### Cell density map

The die is cut into 8 by 8 equal tiles; white is low, dark blue is high, 0 to 100% covered.
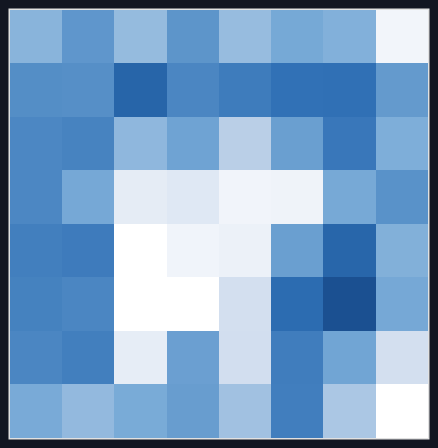
### Metal 2

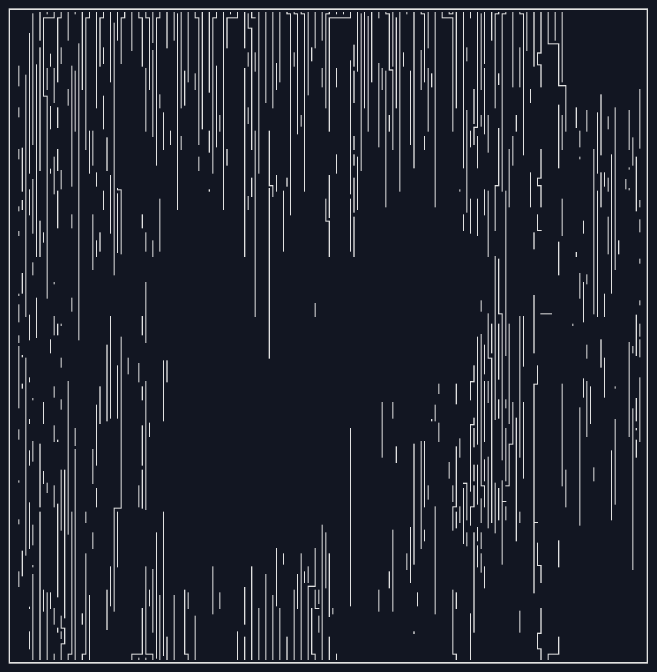
**config.mk**
```make
export PLATFORM = sky130hd
export DESIGN_NAME = ram_port_arbiter
export DESIGN_NICKNAME = d
export VERILOG_FILES = /design/src/rtl/ram_arb_pkg.sv /design/src/rtl/rr_pick.sv /design/src/rtl/ram_port_arbiter.sv
export SDC_FILE = /design/constraint.sdc
export NUM_CORES = 1
export LEC_CHECK = 0
export CORE_AREA = 2 2 81 83
export CTS_CLUSTER_DIAMETER = 80
export DETAILED_ROUTE_END_ITERATION = 8
export DIE_AREA = 0 0 83 85
export GPL_TIMING_DRIVEN = 0
export MAX_ROUTING_LAYER = met4
export PLACE_DENSITY = 0.77
export SYNTH_ARGS = -nofsm -noshare
export SYNTH_HDL_FRONTEND = slang
export SYNTH_SLANG_ARGS = --single-unit
```
**constraint.sdc**
```tcl
create_clock -name clk -period 4.6 [get_ports clk]
set_input_delay 1.38 -clock clk [delete_from_list [all_inputs] [get_ports clk]]
set_output_delay 1.38 -clock clk [all_outputs]
set_load 0.01 [all_outputs]
```
**src/rtl/ram_arb_pkg.sv**
```systemverilog
// ram_arb_pkg: shared types and width helpers for the frame-RAM port arbiter.
package ram_arb_pkg;

   typedef enum logic {ARB_IDLE, ARB_BURST} arb_state_t;

   function automatic int gnt_w(input int n);
      return (n > 1) ? $clog2(n) : 1;
   endfunction

   function automatic int cnt_w(input int max_burst);
      return $clog2(max_burst + 1);
   endfunction

endpackage

```
**src/rtl/rr_pick.sv**
```systemverilog
// rr_pick: combinational round-robin priority encoder, first set bit at or after ptr with wrap.
module rr_pick #(
   parameter int N = 2,
   parameter int W = 1
) (
   input  logic [N-1:0] req,
   input  logic [W-1:0] ptr,
   output logic         any,
   output logic [W-1:0] pick
);

   // scanning from the far end lets the nearest requester overwrite earlier hits
   always_comb begin
      any  = |req;
      pick = '0;
      for (int k = N - 1; k >= 0; k--)
         if (req[(32'(ptr) + k) % N]) pick = W'((32'(ptr) + k) % N);
   end

endmodule

```
**src/rtl/ram_port_arbiter.sv**
```systemverilog
// ram_port_arbiter: round-robin, burst-locked sharing of one single-port RAM
// with read data returned to the issuing requester a fixed RD_LAT cycles later.
module ram_port_arbiter
   import ram_arb_pkg::*;
#(
   parameter  int NUM_REQ   = 2,
   parameter  int ADDR_W    = 10,
   parameter  int DATA_W    = 32,
   parameter  int MAX_BURST = 16,
   parameter  int RD_LAT    = 1,
   localparam int GW        = gnt_w(NUM_REQ),
   localparam int CW        = cnt_w(MAX_BURST)
) (
   input  logic                      clk,
   input  logic                      rst,
   input  logic [NUM_REQ-1:0]        req_valid,
   input  logic [NUM_REQ-1:0]        req_we,
   input  logic [NUM_REQ-1:0]        req_last,
   input  logic [NUM_REQ*ADDR_W-1:0] req_addr,
   input  logic [NUM_REQ*DATA_W-1:0] req_wdata,
   output logic [NUM_REQ-1:0]        req_ready,
   output logic [NUM_REQ-1:0]        rsp_valid,
   output logic [DATA_W-1:0]         rsp_data,
   output logic                      ram_en,
   output logic                      ram_we,
   output logic [ADDR_W-1:0]         ram_addr,
   output logic [DATA_W-1:0]         ram_wdata,
   input  logic [DATA_W-1:0]         ram_rdata,
   output logic [GW-1:0]             grant_id,
   output logic                      busy
);

   arb_state_t          state;
   logic [GW-1:0]       rr_ptr, pick;
   logic [CW-1:0]       beat_cnt;
   logic                any, beat, rel;
   logic [RD_LAT-1:0]   tag_v;
   logic [GW-1:0]       tag_id [RD_LAT];

   rr_pick #(.N(NUM_REQ), .W(GW)) u_pick (
      .req (req_valid),
      .ptr (rr_ptr),
      .any (any),
      .pick(pick)
   );

   always_comb begin
      busy      = state == ARB_BURST;
      beat      = busy && req_valid[grant_id];
      rel       = busy && (!req_valid[grant_id] || req_last[grant_id] || 32'(beat_cnt) + 1 == MAX_BURST);
      req_ready = busy ? NUM_REQ'(1) << grant_id : '0;
      ram_en    = beat;
      ram_we    = beat && req_we[grant_id];
      ram_addr  = beat ? req_addr[grant_id*ADDR_W +: ADDR_W] : '0;
      ram_wdata = beat ? req_wdata[grant_id*DATA_W +: DATA_W] : '0;
      rsp_valid = tag_v[RD_LAT-1] ? NUM_REQ'(1) << tag_id[RD_LAT-1] : '0;
      rsp_data  = ram_rdata;
   end

   // a busy cycle that does not release is necessarily a beat
   always_ff @(posedge clk or posedge rst) begin
      if (rst) begin
         state    <= ARB_IDLE;
         rr_ptr   <= '0;
         grant_id <= '0;
         beat_cnt <= '0;
      end else if (!busy) begin
         if (any) begin
            state    <= ARB_BURST;
            grant_id <= pick;
            beat_cnt <= '0;
         end
      end else if (rel) begin
         state  <= ARB_IDLE;
         rr_ptr <= (32'(grant_id) == NUM_REQ - 1) ? '0 : grant_id + 1'b1;
      end else begin
         beat_cnt <= beat_cnt + 1'b1;
      end
   end

   // read tags travel alongside the RAM latency, independent of arbitration state
   always_ff @(posedge clk or posedge rst) begin
      if (rst) begin
         tag_v <= '0;
         for (int k = 0; k < RD_LAT; k++) tag_id[k] <= '0;
      end else begin
         tag_v[0]  <= beat && !req_we[grant_id];
         tag_id[0] <= grant_id;
         for (int k = 1; k < RD_LAT; k++) begin
            tag_v[k]  <= tag_v[k-1];
            tag_id[k] <= tag_id[k-1];
         end
      end
   end

endmodule

```
==> impl_metrics.toml <==
# generated from flow reports
[run_status]
outcome = "finished, final reports clean"

[clock_tree]
hold_buffers = 0
cts_max_level = 1
clock_latency_ns = 0.24
cts_setup_buffers = 0
cts.clk_slew.worst_paths_ns = 0.05
cts_buffers = 3
clock-sinks = 10
cts_tree = "done"
cts_root_buf = "clkbuf_8"
cts_max_path_buffers = 2
ctsResizeCount = 3

[final_layout]
clkbuf_count = 4
ff_count = 10
signal_buffers = 216
antennaDiodeCount = 0
largest_class = "non-clock buffers"
fin_cells = 436
n_fill_cell = 578
inverters = 5
sh_comb_area_pct = 25.9
fin_area_um2 = 3380
final-nonclk-buf-share_pct = 61.5
logic_gates = 124
layout.nets = 485
clock_area_share_pct = 1.63
fin_util_pct = 54.5
sh_seq_area_pct = 7.40
logic_area_um2 = 875
area_delta_synth_final_pct = 132
drive_gt1_share_pct = 14.8
ff_latch_area_um2 = 250

[yosys]
yosys.cell_types.count = 27
synth.cells.most_frequent = "mux2i_1, nor2_1, buf_4, dfrtp_1, nand2_1"
synth.largest_area_cell = "mux2i_1"
synth.avg_cell_area_um2 = 8.00
ys_seq_share_pct = 17.2
yosysWarnings = 0
edf_count = 0
top_cell = "mux2i_1"
ys_cells = 182
synth_cells = 182
synth_chip_area_um2 = 1460
yosysTopAreaCellShare_pct = 33.0
syn_area_um2 = 1460
synth_top_flop_cell = "dfrtp_1"
async_flop_share_pct = 100
ys_seq_elements = 10
area_leaders = "mux2i_1, buf_4, dfrtp_1, nor2_1, nand2_1"
syn_nets = 307

[critical_path]
slowest_stage = "clkdlybuf4s50_1"
cp_max_fo = 10
slowest_delay_ns = 0.56
critPathTopFamily = "buffers and inverters"
end_kind = "primary output"
crit_buf_inv = 3
crit_path_start = "req_valid[1]"
cp.arrival_ns = 2.83
crit_cells = 7
timing.rr.start = "grant_id"
path_class = "input port to primary output"
crit_required_ns = 3.22
r2r-end = "beat_cnt[2]"
r2r_cells = 5
r2r_setup_slack_ns = 3.17
crit_chain = "dlymetal6s2s_1 -> nand2_1 -> nand2_1 -> nand2_2 -> buf_4 -> nor2_1 -> clkdlybuf4s50_1"
cp-endpoint = "ram_wdata[17]"
start_kind = "input port"
path_common_cell = "nand2_1"

[power_and_ir_drop]
power_frac_clock_pct = 9.2
internal-power_mw = 0.725
swShare_pct = 40.0
power_mw = 1.21
powerDensity_nw_per_um2 = 357
ir_drop_uv = 220
pwr-share-comb_pct = 79.5
p_leak_nw = 1.67
p_switching_mw = 0.483
pwr-share-seq_pct = 11.3

[sta]
setup_viol = 0
skew_ns = 0.00123
hold_slack_ns = 0.420
finalSetupTns_ns = 0
rsz0062_at_grt = "false"
fmax_mhz = 238
finalHoldViolCount = 0
max_slew_margin_pct = 59.1
finalClockPeriodUsage_pct = 91.5
layout_setup_ws_ns = 0.393
worstMarginPinSlew_ns = 0.607
maxSlewViolCount = 0
min_period_ns = 4.21

[run]
maxCapViolCount = 0
tool_warnings = 26

[placed_design]
dp.cells = 432
place_ws_ns = -0.0710
gp_congestion = 0.774
io_buffers = 173
postPlaceCellArea_um2 = 3280
place_hpwl_um = 5430

[floorplanning]
chipArea_um2 = 7060
fp-utilization_pct = 23.5
core_um2 = 6200
die_w_um = 83
taps = 77
die_y_um = 85
io_pins = 206
fp-row-count = 29

[detailed_routing]
wl_per_cell_um = 14.4
postRouteAntennaNets = 0
wl_um = 6260
via_count = 1876
vias_per_cell = 4.30
drt_iter0_drc = 39
drt_pass1_iterations = 4
route.detailed.drc = 0

[hold_path]
hold_depth = 0
min_to = "tag_id"
min-delay-start = "grant_id"
hold_class = "flop to flop"

[global_route]
grt_pass1_wl_um = 9560
grt_max_degree = 11
overflow = 0
grt_pass1_vias = 1916
antenna_found_initial = 0
grt_usage_pct = 17.3
Back to the opening pictures, 'Cell density map':
- mean over tiles: 47%
- tiles over 75% full: 6.2%
- nearly empty tiles: 6.2%
- fullest tile: 87%

Back to the opening pictures, 'Metal 2':
- share of all routed wire: 53%
- wire length on this layer: 3,290 µm

[state kept, by name (all words and copies together) (netlist names)]
| name | cells |
|---|---|
| tag_v | 1 |
| rr_ptr | 1 |
| tag_id | 1 |
| beat_cnt | 5 |
| grant_id | 1 |
| busy | 1 |
[cell usage in the layout (no fill, tap or decap)]
cell and count:
o221a_1 1, ha_1 1, a21oi_2 1, clkdlybuf4s50_1 162, inv_2 1, and3_1 2, a21oi_1 2, dfrtp_1 10
o21ai_0 1, mux2i_1 48, buf_2 1, buf_6 1, o211ai_4 1, nor2b_1 1, a31oi_1 1, and4b_1 1
o22ai_1 1, clkbuf_8 4, xor2_1 2, nand2b_4 1, nand2_2 1, buf_4 40, clkbuf_1 1, o22ai_4 1
nor2_1 44, nand2_1 9, and2_1 2, dlymetal6s2s_1 11, nand3_1 3, clkinv_4 1, inv_1 3
[power by group through the flow]
stage | clock, mW | sequential [mW] | combinational, mW
after floorplan | 0 | 0.138 | 0.523
after global placement | 0 | 0.136 | 0.952
after detailed placement | 0 | 0.139 | 0.965
after CTS | 0.113 | 0.137 | 0.975
after global routing | 0.119 | 0.141 | 1.03
final | 0.111 | 0.137 | 0.960
[kinds of logic after synthesis]
family                   after synthesis  synth area share [%]
AND-OR/OR-AND                          9                  6.10
buffers and inverters                 48                  22.9
XOR/XNOR                               2                  1.20
adder cells (fa/ha/maj)                1                 0.859
AND/OR/NAND/NOR                       64                  18.7
multiplexers                          48                  33.0
flip-flops                            10                  17.2
[routing by layer]
metal	up-vias	global-route usage, %	wire length (µm)
li1	928	-	-
met2	110	30.6	3290
met5	-	-	0
met4	0	6.41	159
met1	826	19.6	2430
met3	12	3.02	379
Power and IR drop assume default switching activity.
